==> src/rtl/debounce_ctrl.sv <==
// Debounce sequencer for a single mechanical switch. The raw input is
// synchronised, then an external down-counter is used as a settle timer:
// a level change is committed only after the synchronised input has held
// the new value for the full settle window.
module debounce_ctrl #(
   parameter int             N      = 8,
   parameter logic [N-1:0]   SETTLE = 8'h0A
) (
   input  logic         sysclk,
   input  logic         reset,
   input  logic         sw_i,
   input  logic         cnt_min_tick,
   output logic         cnt_load,
   output logic         cnt_en,
   output logic         cnt_up,
   output logic         cnt_syn_clr,
   output logic [N-1:0] cnt_d,
   output logic         db_level,
   output logic         db_rise,
   output logic         db_fall,
   output logic         busy
);

   // LOADx/WAITx are heading towards level x; IDLEx is settled at level x.
   typedef enum logic [2:0] {
      IDLE0 = 3'd0,
      LOAD1 = 3'd1,
      WAIT1 = 3'd2,
      IDLE1 = 3'd3,
      LOAD0 = 3'd4,
      WAIT0 = 3'd5
   } state_t;

   state_t     r_state;
   state_t     w_next;
   logic [1:0] r_sync;
   logic       w_sw_s;
   logic       w_load;
   logic       w_en;
   logic       w_clr;
   logic       w_commit_rise;
   logic       w_commit_fall;
   logic       r_level;
   logic       r_rise;
   logic       r_fall;

   assign w_sw_s = r_sync[1];

   // Two-flop synchroniser for the asynchronous switch input.
   always_ff @(posedge sysclk) begin
      if (reset) r_sync <= 2'b00;
      else       r_sync <= {r_sync[0], sw_i};
   end

   // State register.
   always_ff @(posedge sysclk) begin
      if (reset) r_state <= IDLE0;
      else       r_state <= w_next;
   end

   // Next state and counter controls. A mismatch in LOAD/WAIT aborts the
   // window and clears the counter; in WAIT the abort wins over min_tick.
   always_comb begin
      w_next        = r_state;
      w_load        = 1'b0;
      w_en          = 1'b0;
      w_clr         = 1'b0;
      w_commit_rise = 1'b0;
      w_commit_fall = 1'b0;
      case (r_state)
         IDLE0: if (w_sw_s) w_next = LOAD1;
         IDLE1: if (!w_sw_s) w_next = LOAD0;
         LOAD1: begin
            if (w_sw_s) begin
               w_load = 1'b1;
               w_next = WAIT1;
            end else begin
               w_clr  = 1'b1;
               w_next = IDLE0;
            end
         end
         LOAD0: begin
            if (!w_sw_s) begin
               w_load = 1'b1;
               w_next = WAIT0;
            end else begin
               w_clr  = 1'b1;
               w_next = IDLE1;
            end
         end
         WAIT1: begin
            if (!w_sw_s) begin
               w_clr  = 1'b1;
               w_next = IDLE0;
            end else if (cnt_min_tick) begin
               w_commit_rise = 1'b1;
               w_next        = IDLE1;
            end else begin
               w_en = 1'b1;
            end
         end
         WAIT0: begin
            if (w_sw_s) begin
               w_clr  = 1'b1;
               w_next = IDLE1;
            end else if (cnt_min_tick) begin
               w_commit_fall = 1'b1;
               w_next        = IDLE0;
            end else begin
               w_en = 1'b1;
            end
         end
         default: w_next = IDLE0;
      endcase
   end

   // Debounced level and one-cycle edge pulses, registered on commit.
   always_ff @(posedge sysclk) begin
      if (reset) begin
         r_level <= 1'b0;
         r_rise  <= 1'b0;
         r_fall  <= 1'b0;
      end else begin
         r_rise <= w_commit_rise;
         r_fall <= w_commit_fall;
         if (w_commit_rise)      r_level <= 1'b1;
         else if (w_commit_fall) r_level <= 1'b0;
      end
   end

   // Reset holds the counter cleared and idle.
   assign cnt_load    = w_load & ~reset;
   assign cnt_en      = w_en & ~reset;
   assign cnt_syn_clr = w_clr | reset;
   assign cnt_up      = 1'b0;
   assign cnt_d       = SETTLE;

   assign db_level = r_level;
   assign db_rise  = r_rise;
   assign db_fall  = r_fall;
   assign busy     = (r_state == LOAD1) || (r_state == WAIT1) ||
                     (r_state == LOAD0) || (r_state == WAIT0);

endmodule

==> config.mk <==
export PLATFORM = sky130hd
export DESIGN_NAME = debounce_ctrl
export DESIGN_NICKNAME = d
export VERILOG_FILES = /design/src/rtl/debounce_ctrl.sv
export SDC_FILE = /design/constraint.sdc
export NUM_CORES = 1
export LEC_CHECK = 0
export ABC_AREA = 0
export CAP_MARGIN = 20
export CORE_AREA = 2 2 39 41
export DETAILED_ROUTE_END_ITERATION = 6
export DIE_AREA = 0 0 41 43
export PLACE_DENSITY_LB_ADDON = 0.25
export SYNTH_ARGS = -nofsm -noshare
export SYNTH_HDL_FRONTEND = slang
export SYNTH_SLANG_ARGS = --single-unit
==> constraint.sdc <==
create_clock -name sysclk -period 2.1 [get_ports sysclk]
set_input_delay 0.63 -clock sysclk [delete_from_list [all_inputs] [get_ports sysclk]]
set_output_delay 0.63 -clock sysclk [all_outputs]
set_load 0.02 [all_outputs]
Run 1, placement by cell class:
Scale: 6 px per um.
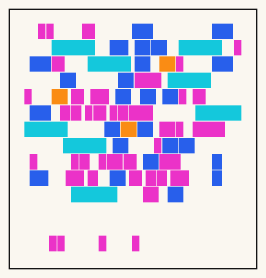
Key: magenta = all other logic [cells 41]; cyan = flip-flops [cells 8]; blue = other buffers and delay cells [cells 25]; orange = cells driving clock nets [cells 3]

Run 1, clock nets:
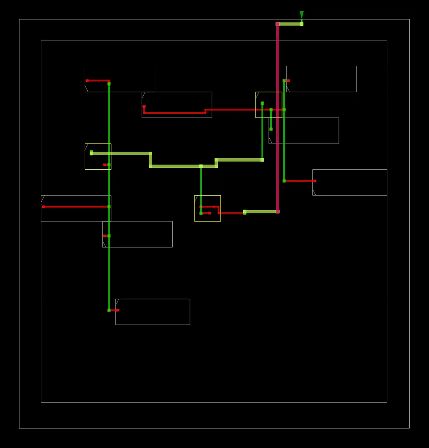
Worst Clk Skew: 0.00112 ns
clk_lat worst skew: 0.25 ns
CTS Buf Count: 3
Clk power: 0.118 mW
flop count: 8

==> CHANGELOG.md, run 1 <==
## Implementation

* Initial antenna violation count at 0
* PortBufs at 10
* Die width at just over 40 um
* Die Span Y at 43 um
* CP max stage delay at between 0.4 and 0.5 ns
* CTS tree: yes
* Drt via density at around 4.4
* Clock slew at reported path FFs at about 0.050 ns
* Util after Layout at 0.465
* Worst vdd ir at roughly 0.00026 V
* Worst-path fanout max at 2
* Clock Path Buffers at 2
* Mapped Area at roughly 470 um^2
* Number of max-cap violations at 0
* Die Area at about 1800 um^2
* #FFs+latches synth at 8
* Switching pwr at between 0.08 and 0.09 mW
* Syn Inst Count at around 56
* DR iter-0 viols at 13
* Worst hold path cell count at 1
* Post-layout net count at about 83
* Pins Over Slew Limit at 0
* Path type of the worst min-delay path: flip-flop to flip-flop
* Startpoint types: primary input
* Mean post-synth cell area at 8.42 um^2
* Seq pwr share at 0.485
* FF-to-FF path depth at 3
* Min Tclk post-route at approximately 2.1 ns
* Total core area at between 1000 and 1500 um^2
* Cell variety after synth at 27
* GRT overflow at 0
* Async SR Flop Fraction at 0
* Fin crit share at 0.980
* Fmax at approximately 0.49 GHz
* Rows at 14
* Kind of critical path: primary input to output port
* P_seq at ~0.16 mW
* Inst Count DP at ~90
* Overall power at between 0.3 and 0.4 mW
* Hold_ws at roughly 0.44 ns
* Final WS setup at around 0.042 ns
* Number of enable flip-flop cells at 0
* Worst hold endpoint: r_sync[1]$_SDFF_PP0_
* DRC violations left at 0
* Tool Warnings at 27
* Ys cells at roughly 56
* Leakage power at 0.285 nW
* Switch share at 0.260
* DR pass1 iterations at 4
* P&R area growth vs syn at 36.3%
* Status: finished, final reports clean
* Critical path startpoint: cnt_min_tick
* Power density cells at 502 nW/um^2
* Internal Pwr Total at between 0.2 and 0.25 mW
Run 1, signal wires by layer:
Scale: 6 px per um.
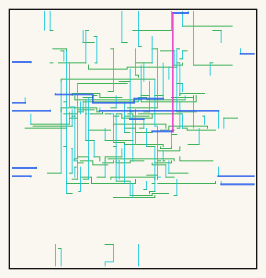
Key: green = met1 [wire length 405 um]; magenta = met4 [wire length 19.7 um]; cyan = met2 [wire length 384 um]; blue = met3 [wire length 79.7 um]
WL/cell: 9.55 um
via count: 410
GR Util All Layers: 0.124
routed wire length: 888 um

==> run 1: placed cells by master (no fill, tap or decap), drive strengths merged, types with 2 or more instances in the layout <==
cell	instances
clkdlybuf4s50	5
dlygate4sd2	2
buf	17
clkbuf	4
inv	2
nor2b	4
a21oi	2
a2111oi	2
dfxtp	8
nor2	5
conb	9
nor3	3
==> run 1: layer usage <==
metal,part of all wire,track usage,vias up
li1,-,-,214
met1,0.46,0.178,177
met2,0.43,0.147,17
met3,0.089,0.0628,2
met4,0.021,0.0600,0
met5,0,0,-
==> run 1: what timing repair did <==
item / 4_1_cts / 5_1_grt
gates resized: 15 / 4
endpoints found under the setup margin: 4 / 3
hold buffers: 0 / 0
==> run 1: cell families after synthesis <==
family          share of synthesized area
flops                               0.340
compound gates                      0.164
other cells                        0.0159
buf+inv                             0.233
xor+xnor                           0.0371
simple gates                        0.210
==> run 1: final cells by class <==
| cell class | instances | area (um^2) |
|---|---|---|
| clock buffers | 3 | 22.5 |
| fillers | 151 | 741 |
| inverters | 2 | 7.51 |
| multi-input cells | 39 | 233 |
| flip-flops and latches | 8 | 163 |
| well taps | 16 | 20.0 |
| repair buffers | 25 | 198 |
==> run 1: cells in the mapped netlist (all sizes together) (2+ instances only) <==
cell type  count  area [um^2]
a2111oi        2         23.8
buf           13         98.8
dfxtp          8          160
conb           2         7.51
a21oi          2         10.0
nor3           3         15.0
nor2b          4         25.0
nor2           5         18.8
inv            2         7.51
==> run 1: registers in the layout (all words and copies together), names as in the netlist <==
signal and count:
db_fall 1, db_level 1, db_rise 1, r_sync 2
r_state 3
==> run 1: worst max-delay path, delay by kind of cell <==
family	cells	cell delay (ns)
AOI/OAI and AO/OA	1	0.20
buffers and inverters	2	0.60
Run 1, I/O pins on the die edge:
Scale: 8 px per um. Pins as bars across the die edge, other pins in grey.
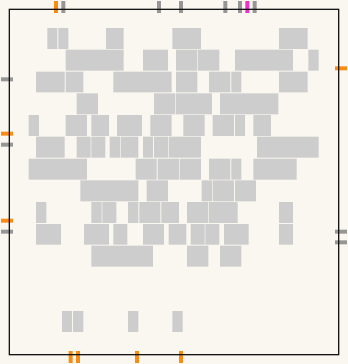

## Run 2: what changed since run 1
--- a/config.mk
+++ b/config.mk
@@ -6,10 +6,12 @@
 export NUM_CORES = 1
 export LEC_CHECK = 0
 export ABC_AREA = 0
-export CAP_MARGIN = 20
-export CORE_AREA = 2 2 39 41
+export CAP_MARGIN = 40
+export CELL_PAD_IN_SITES_DETAIL_PLACEMENT = 0
+export CELL_PAD_IN_SITES_GLOBAL_PLACEMENT = 2
+export CORE_AREA = 2 2 49 51
 export DETAILED_ROUTE_END_ITERATION = 6
-export DIE_AREA = 0 0 41 43
+export DIE_AREA = 0 0 51 53
 export PLACE_DENSITY_LB_ADDON = 0.25
 export SYNTH_ARGS = -nofsm -noshare
 export SYNTH_HDL_FRONTEND = slang
Run 2, I/O pins on the die edge:
Scale: 8 px per um. Pins as bars across the die edge, other pins in grey.
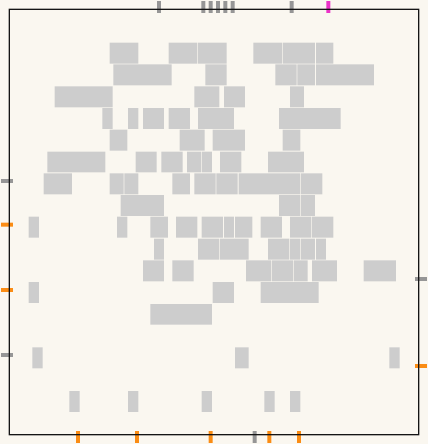
Key: magenta = sysclk [pins 1, direction input, edge top]; orange = cnt_d [pins 8, direction output, edge 5 bottom, 2 left, 1 right]
All pins by edge: 8 top, 6 bottom, 4 left, 2 right.
PortBufs: 10
die width: 51 um
Die Span Y: 53 um

Run 2, placement by cell class:
Scale: 4 px per um.
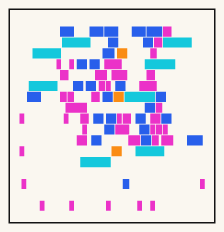
Util after Layout: 0.320
sequential cell area share: 0.238

Run 2, clock nets:
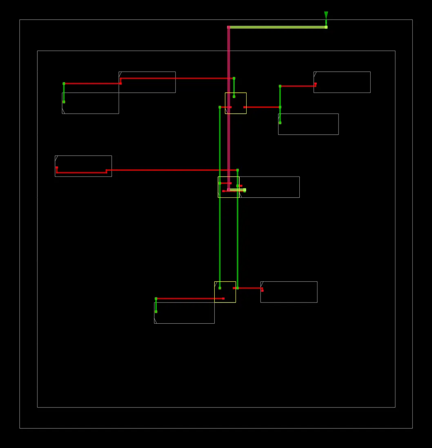
clk_buf instances: 3
Worst Clk Skew: 0.00933 ns
Clk power: 0.122 mW
CTS Sinks: 8
clk_lat worst skew: 0.26 ns

==> run 2 against run 1 <==
Largest power group unchanged; critical path type unchanged; synthesized cell count did not move; sequential share of layout area fell by 1.5 points; first-iteration DRC count fell by 100%; global-route usage is 3.1 points lower; largest cell class unchanged; sequential power about the same; total power grew 2.5%; hold slack improved by 0.0041 ns; wire length rose by 23%; final cell count up 15%.
==> CHANGELOG.md, run 2 <==
## Implementation

* Number of max-cap violations at 0 (unchanged)
* Post-CTS Hold Fix Bufs at 0 (unchanged)
* Routed wire length at 1090 um (+23%)
* CP max stage delay at 0.44 ns (about the same)
* GR Util All Layers at 0.0931 (-0.0306)
* WL met1 at 527 um (+30%)
* Met2 WL at 515 um (+34%)
* DR pass1 iterations at 1 (-3)
* Syn Inst Count at 56 (unchanged)
* Pins Over Slew Limit at 0 (unchanged)
* Top cells by count: buf_4 (11), dfxtp_1 (8), nor2_1 (5), nor2b_1 (4), nor3_1 (3)
* Leading area contributor after synthesis: dfxtp_1
* CTS Buf Count at 3 (unchanged)
* Grt met2 use at 0.143 (-0.00402)
* Worst hold endpoint: r_sync[1]$_SDFF_PP0_
* DRC violations left at 0 (unchanged)
* Max reg flops at 3 (unchanged)
* Async SR Flop Fraction at 0 (unchanged)
* Critical path startpoint: cnt_min_tick
* GRT overflow at 0 (unchanged)
* Hold_ws at 0.448 ns (+0.00412 ns)
* Clock slew at reported path FFs at 0.05 ns (about the same)
* CTS tree: yes
* Min Tclk post-route at 2.08 ns (+0.0180 ns)
* Routed wl met3 at 28 um (-65%)
* Number of enable flip-flop cells at 0 (unchanged)
* Met3 Usage GRT at 0.0169 (-0.0459)
* Clock Path Buffers at 2 (unchanged)
* Ys cells at 56 (unchanged)
* Most frequent logic cell in the layout: buf_4
* Path type of the worst min-delay path: flip-flop to flip-flop
* Cell variety after synth at 27 (unchanged)
* Initial antenna violation count at 0 (unchanged)
* Worst Setup End Kind: output port
* Fin crit share at 0.989 (+0.00857)
* Worst-path fanout max at 2 (unchanged)
* Total core area at 2150 um^2 (+55%)
* Worst hold path cell count at 1 (unchanged)
* Most numerous logic cells after layout: buf_4 (18), conb_1 (9), nor2_1 (5), dfxtp_1 (5), clkdlybuf4s50_1 (5)
* Rows at 17 (+3)
* WL/cell at 10.2 um (+6.9%)
* Top flop regs: r_state (3), r_sync (2)
* Count leader, synth: buf_4
* DR iter-0 viols at 0 (-13)
* Startpoint types: primary input
* Kind of critical path: primary input to output port
* Met1 GRT Util at 0.111 (-0.0667)
* Tool Warnings at 26 (-3.7%)
* Switching pwr at 0.0899 mW (+7.2%)
* Power density cells at 481 nW/um^2 (-4.2%)
* Top area contributor share at 0.340 (unchanged)
* Most used routing layer: met2
* Post-layout net count at 85 (+2.4%)
* Internal Pwr Total at 0.241 mW (+0.81%)
* Status: finished, final reports clean
* #FFs+latches synth at 8 (unchanged)
* Drt via density at 3.98 (-9.7%)
* Top area cell types: dfxtp_1 (34%), buf_4 (18%), nor2b_1 (5.3%), nor2_1 (4.0%), nor3_1 (3.2%)
* Combinational share of power at 0.155
* Switch share at 0.272 (+0.0119)
* Leakage power at 0.299 nW (+4.6%)
* Die Area at 2700 um^2 (+53%)
* Top Metal Used: met4
* Worst setup endpoint: cnt_en
* P&R area growth vs syn at 45.9%
* Fmax at 0.482 GHz (-0.87%)
* Via count at 426 (+3.9%)
-- run 2: netlist changes by cell type in the layout (fill, tap and decap cells not counted), sizes merged --
cell / previous run / this run
buf: 17 / 19
clkbuf: 4 / 3
dlygate4sd2: 2 / 1
clkdlybuf4s15: 0 / 2
-- run 2: per-stage QoR --
stage                     setup WS (ns)  cells  power, mW
after floorplan                   0.120     63      0.202
after global placement           -0.560    104      0.213
after detailed placement         -0.577    104      0.213
after CTS                       0.00136    107      0.338
after global routing            -0.0329    107      0.351
final                            0.0237    107      0.331
-- run 2: power by group through the flow --
stage / Combinational (mW) / Clock (mW) / Sequential (mW)
after floorplan: 0.0441 / 0 / 0.158
after global placement: 0.0528 / 0 / 0.160
after detailed placement: 0.0527 / 0 / 0.160
after CTS: 0.0508 / 0.131 / 0.157
after global routing: 0.0550 / 0.138 / 0.158
final: 0.0513 / 0.122 / 0.157
-- run 2: cells by family (layout without fill, tap and decap cells) --
group / after synthesis / after routing / share of synthesized area
DFF: 8 / 8 / 0.340
other: 2 / 9 / 0.0159
xor gates and xnor gates: 2 / 2 / 0.0371
buffers and inverters: 16 / 32 / 0.233
AOI/OAI and AO/OA: 10 / 10 / 0.164
and+or+nand+nor: 18 / 18 / 0.210
-- run 2: cell type report --
type	count	area, um^2
Fill cell	239	1460
Multi-Input combinational cell	39	238
Timing Repair Buffer	27	221
Sequential cell	8	164
Tap cell	28	35.0
Clock buffer	3	22.5
Inverter	2	7.51
-- run 2: what timing repair did --
item                                    in CTS  in global routing
pin swaps                                    0                  0
gates resized                               18                  5
endpoints found under the setup margin       4                  3
cloned                                       0                  0
endpoints found under the hold margin        0                  0
-- run 2: worst max-delay path: cells and delay by family --
| kind | cells | cell delay (ns) |
|---|---|---|
| compound gates | 1 | 0.20 |
| buf+inv | 2 | 0.61 |
Run 2, signal wires by layer:
Scale: 4 px per um.
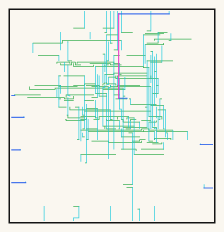

## Run 3: what changed since run 2
--- a/config.mk
+++ b/config.mk
@@ -9,9 +9,10 @@
 export CAP_MARGIN = 40
 export CELL_PAD_IN_SITES_DETAIL_PLACEMENT = 0
 export CELL_PAD_IN_SITES_GLOBAL_PLACEMENT = 2
-export CORE_AREA = 2 2 49 51
+export CORE_AREA = 2 2 41 43
 export DETAILED_ROUTE_END_ITERATION = 6
-export DIE_AREA = 0 0 51 53
+export DIE_AREA = 0 0 43 45
+export DONT_BUFFER_PORTS = 1
 export PLACE_DENSITY_LB_ADDON = 0.25
 export SYNTH_ARGS = -nofsm -noshare
 export SYNTH_HDL_FRONTEND = slang
Run 3, signal wires by layer:
Scale: 6 px per um.
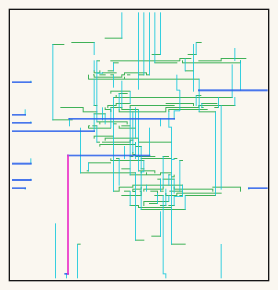
Key: magenta = met4 [wire length 19.7 um]; cyan = met2 [wire length 377 um]; green = met1 [wire length 360 um]; blue = met3 [wire length 75.2 um]
WL/cell: 11.9 um
routed wire length: 831 um
GR Util All Layers: 0.0976

Run 3, I/O pins on the die edge:
Scale: 8 px per um. Pins as bars across the die edge, other pins in grey.
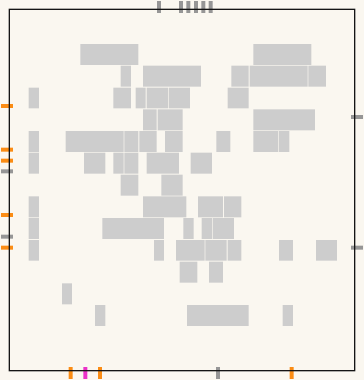
Key: magenta = sysclk [pins 1, direction input, edge bottom]; orange = cnt_d [pins 8, direction output, edge 5 left, 3 bottom]
All pins by edge: 7 left, 6 top, 5 bottom, 2 right.
die width: 43 um
PortBufs: 0
Die Span Y: 45 um

==> run 3 against run 2 <==
Total power down 9.7%; flip-flop count unchanged; clock-buffer cell count stayed put; critical endpoint unchanged; combinational power is 49% lower.
==> CHANGELOG.md, run 3 <==
## Implementation

* Initial antenna violation count at 0 (unchanged)
* Clock slew at reported path FFs at 0.05 ns (about the same)
* Inst Count DP at 67 (-36%)
* Fill count at 167 (-30%)
* Overall power at 0.299 mW (-9.7%)
* Via count at 336 (-21%)
* Number of enable flip-flop cells at 0 (unchanged)
* Gate Area at 230 um^2 (-3.2%)
* Largest class: multi-input combinational cells
* Post-layout net count at 60 (-29%)
* Mux share at 0 (unchanged)
* GRT overflow at 0 (unchanged)
* Die Area at 1940 um^2 (-28%)
* Fin crit share at 0.936 (-0.0531)
* Count leader, synth: buf_4
* CTS Buf Count at 3 (unchanged)
* #FFs+latches synth at 8 (unchanged)
* Clk_buf instances at 3 (unchanged)
* DR iter-0 viols at 4 (+4)
* Internal Pwr Total at 0.225 mW (-6.6%)
* Pins Over Slew Limit at 0 (unchanged)
* Finished Layout Cells at 70 (-35%)
* Leading area contributor after synthesis: dfxtp_1
* Top area contributor share at 0.340 (unchanged)
* Total core area at 1470 um^2 (-32%)
* Most frequent logic cell in the layout: conb_1
* Clock Path Buffers at 2 (unchanged)
* Power density cells at 651 nW/um^2 (+35%)
* Tap cells at 16 (-43%)
* Yosys adder share at 0 (unchanged)
* Status: finished, final reports clean
* Switch share at 0.247 (-0.0252)
* Flop count at 8 (unchanged)
* DRC violations left at 0 (unchanged)
* Min Tclk post-route at 1.96 ns (-0.111 ns)
* Path type of the worst min-delay path: primary input to flip-flop
* Fmax at 0.509 GHz (+5.7%)
* Synth logic family: buffers and inverters
Run 3, clock nets:
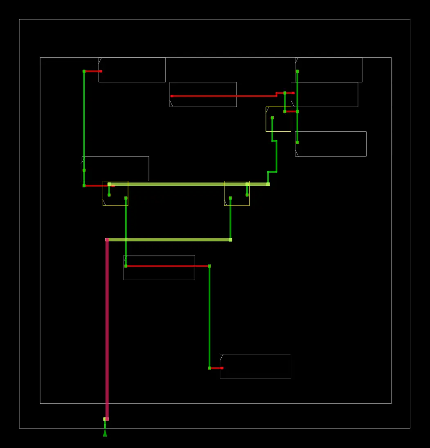
Clk power: 0.114 mW
clk_lat worst skew: 0.25 ns
Worst Clk Skew: 0.00569 ns

## run 3: cell counts after synthesis
No cell type changed its count.
## run 3: critical path: stages, from the launching register on
cell	delay, ns
dfxtp_1	0.40
nand4bb_1	0.29
a211oi_1	0.23
buf_4	0.17
## run 3: power groups by stage
stage	Clock [mW]	Sequential [mW]	Combinational, mW
2_1_floorplan	0	0.158	0.0441
3_3_place_gp	0	0.161	0.0260
3_5_place_dp	0	0.161	0.0259
4_1_cts	0.124	0.158	0.0259
5_1_grt	0.131	0.159	0.0285
6_report	0.114	0.158	0.0263
## run 3: cell families (layout without fill, tap and decap cells)
logic type,count (synthesis),count (layout)
xor gates and xnor gates,2,2
DFF,8,8
other,2,9
and+or+nand+nor,18,18
AOI/OAI and AO/OA,10,10
buffers and inverters,16,7
## run 3: metrics by stage
stage,hold slack (ns),utilization
floorplan,0.414,-
global placement,0.430,0.293
detailed placement,0.429,0.293
CTS,0.428,0.308
global route,0.419,0.312
finish,0.441,0.312
## run 3: path summary, 6_finish.rpt
path                                            from                 endpoint  slack [ns]  cells past startpoint
worst max-delay path            r_sync[1]$_SDFF_PP0_                   cnt_en        0.14                      3
worst min-delay path                           reset  r_state[0]$_SDFFE_PP0P_        0.44                      1
worst max register to register  r_sync[1]$_SDFF_PP0_  r_state[0]$_SDFFE_PP0P_        0.96                      2
worst min register to register  r_sync[0]$_SDFF_PP0_     r_sync[1]$_SDFF_PP0_        0.45                      1
## run 3: routing by layer
layer / vias up / wire length, um / track usage
li1: 171 / - / -
met1: 148 / 360 / 0.103
met2: 15 / 376 / 0.133
met3: 2 / 75 / 0.0720
met4: 0 / 19 / 0.0727
met5: - / 0 / 0

==> notes/layouts.md <==
Pictures saved along the way, in no particular order.

Placement density heat map.
picture 1
Scale: 8 px per um. 9 x 9 tiles, from black (low) to pale yellow (high), 0 to 100% covered.
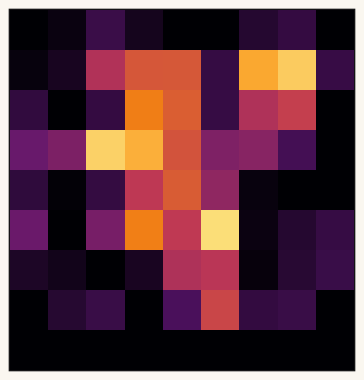
picture 2
Scale: 8 px per um. 8 x 9 tiles, from black (low) to pale yellow (high), 0 to 100% covered.
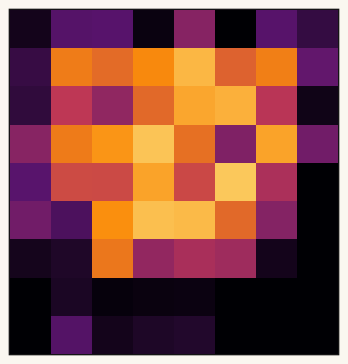
picture 3
Scale: 8 px per um. 10 x 11 tiles, from black (low) to pale yellow (high), 0 to 100% covered.
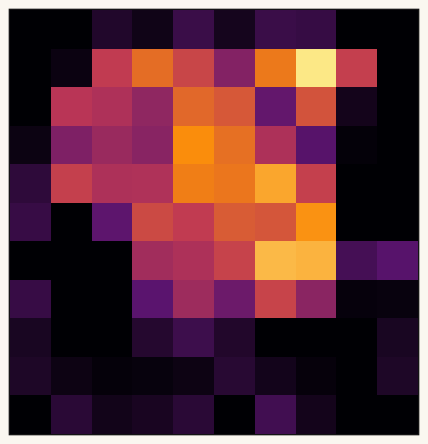
Picture 2 comes from run 1.
Picture 1 comes from run 3.
Picture 3 comes from run 2.
The one with the highest utilization is picture 2.
The one with the largest die is picture 3.

Key to picture 1:
The fullest tile reaches 93%. The emptiest ninth of the die: bottom left. 6.2% of the tiles are over 75% full.

Power and IR drop assume default switching activity.
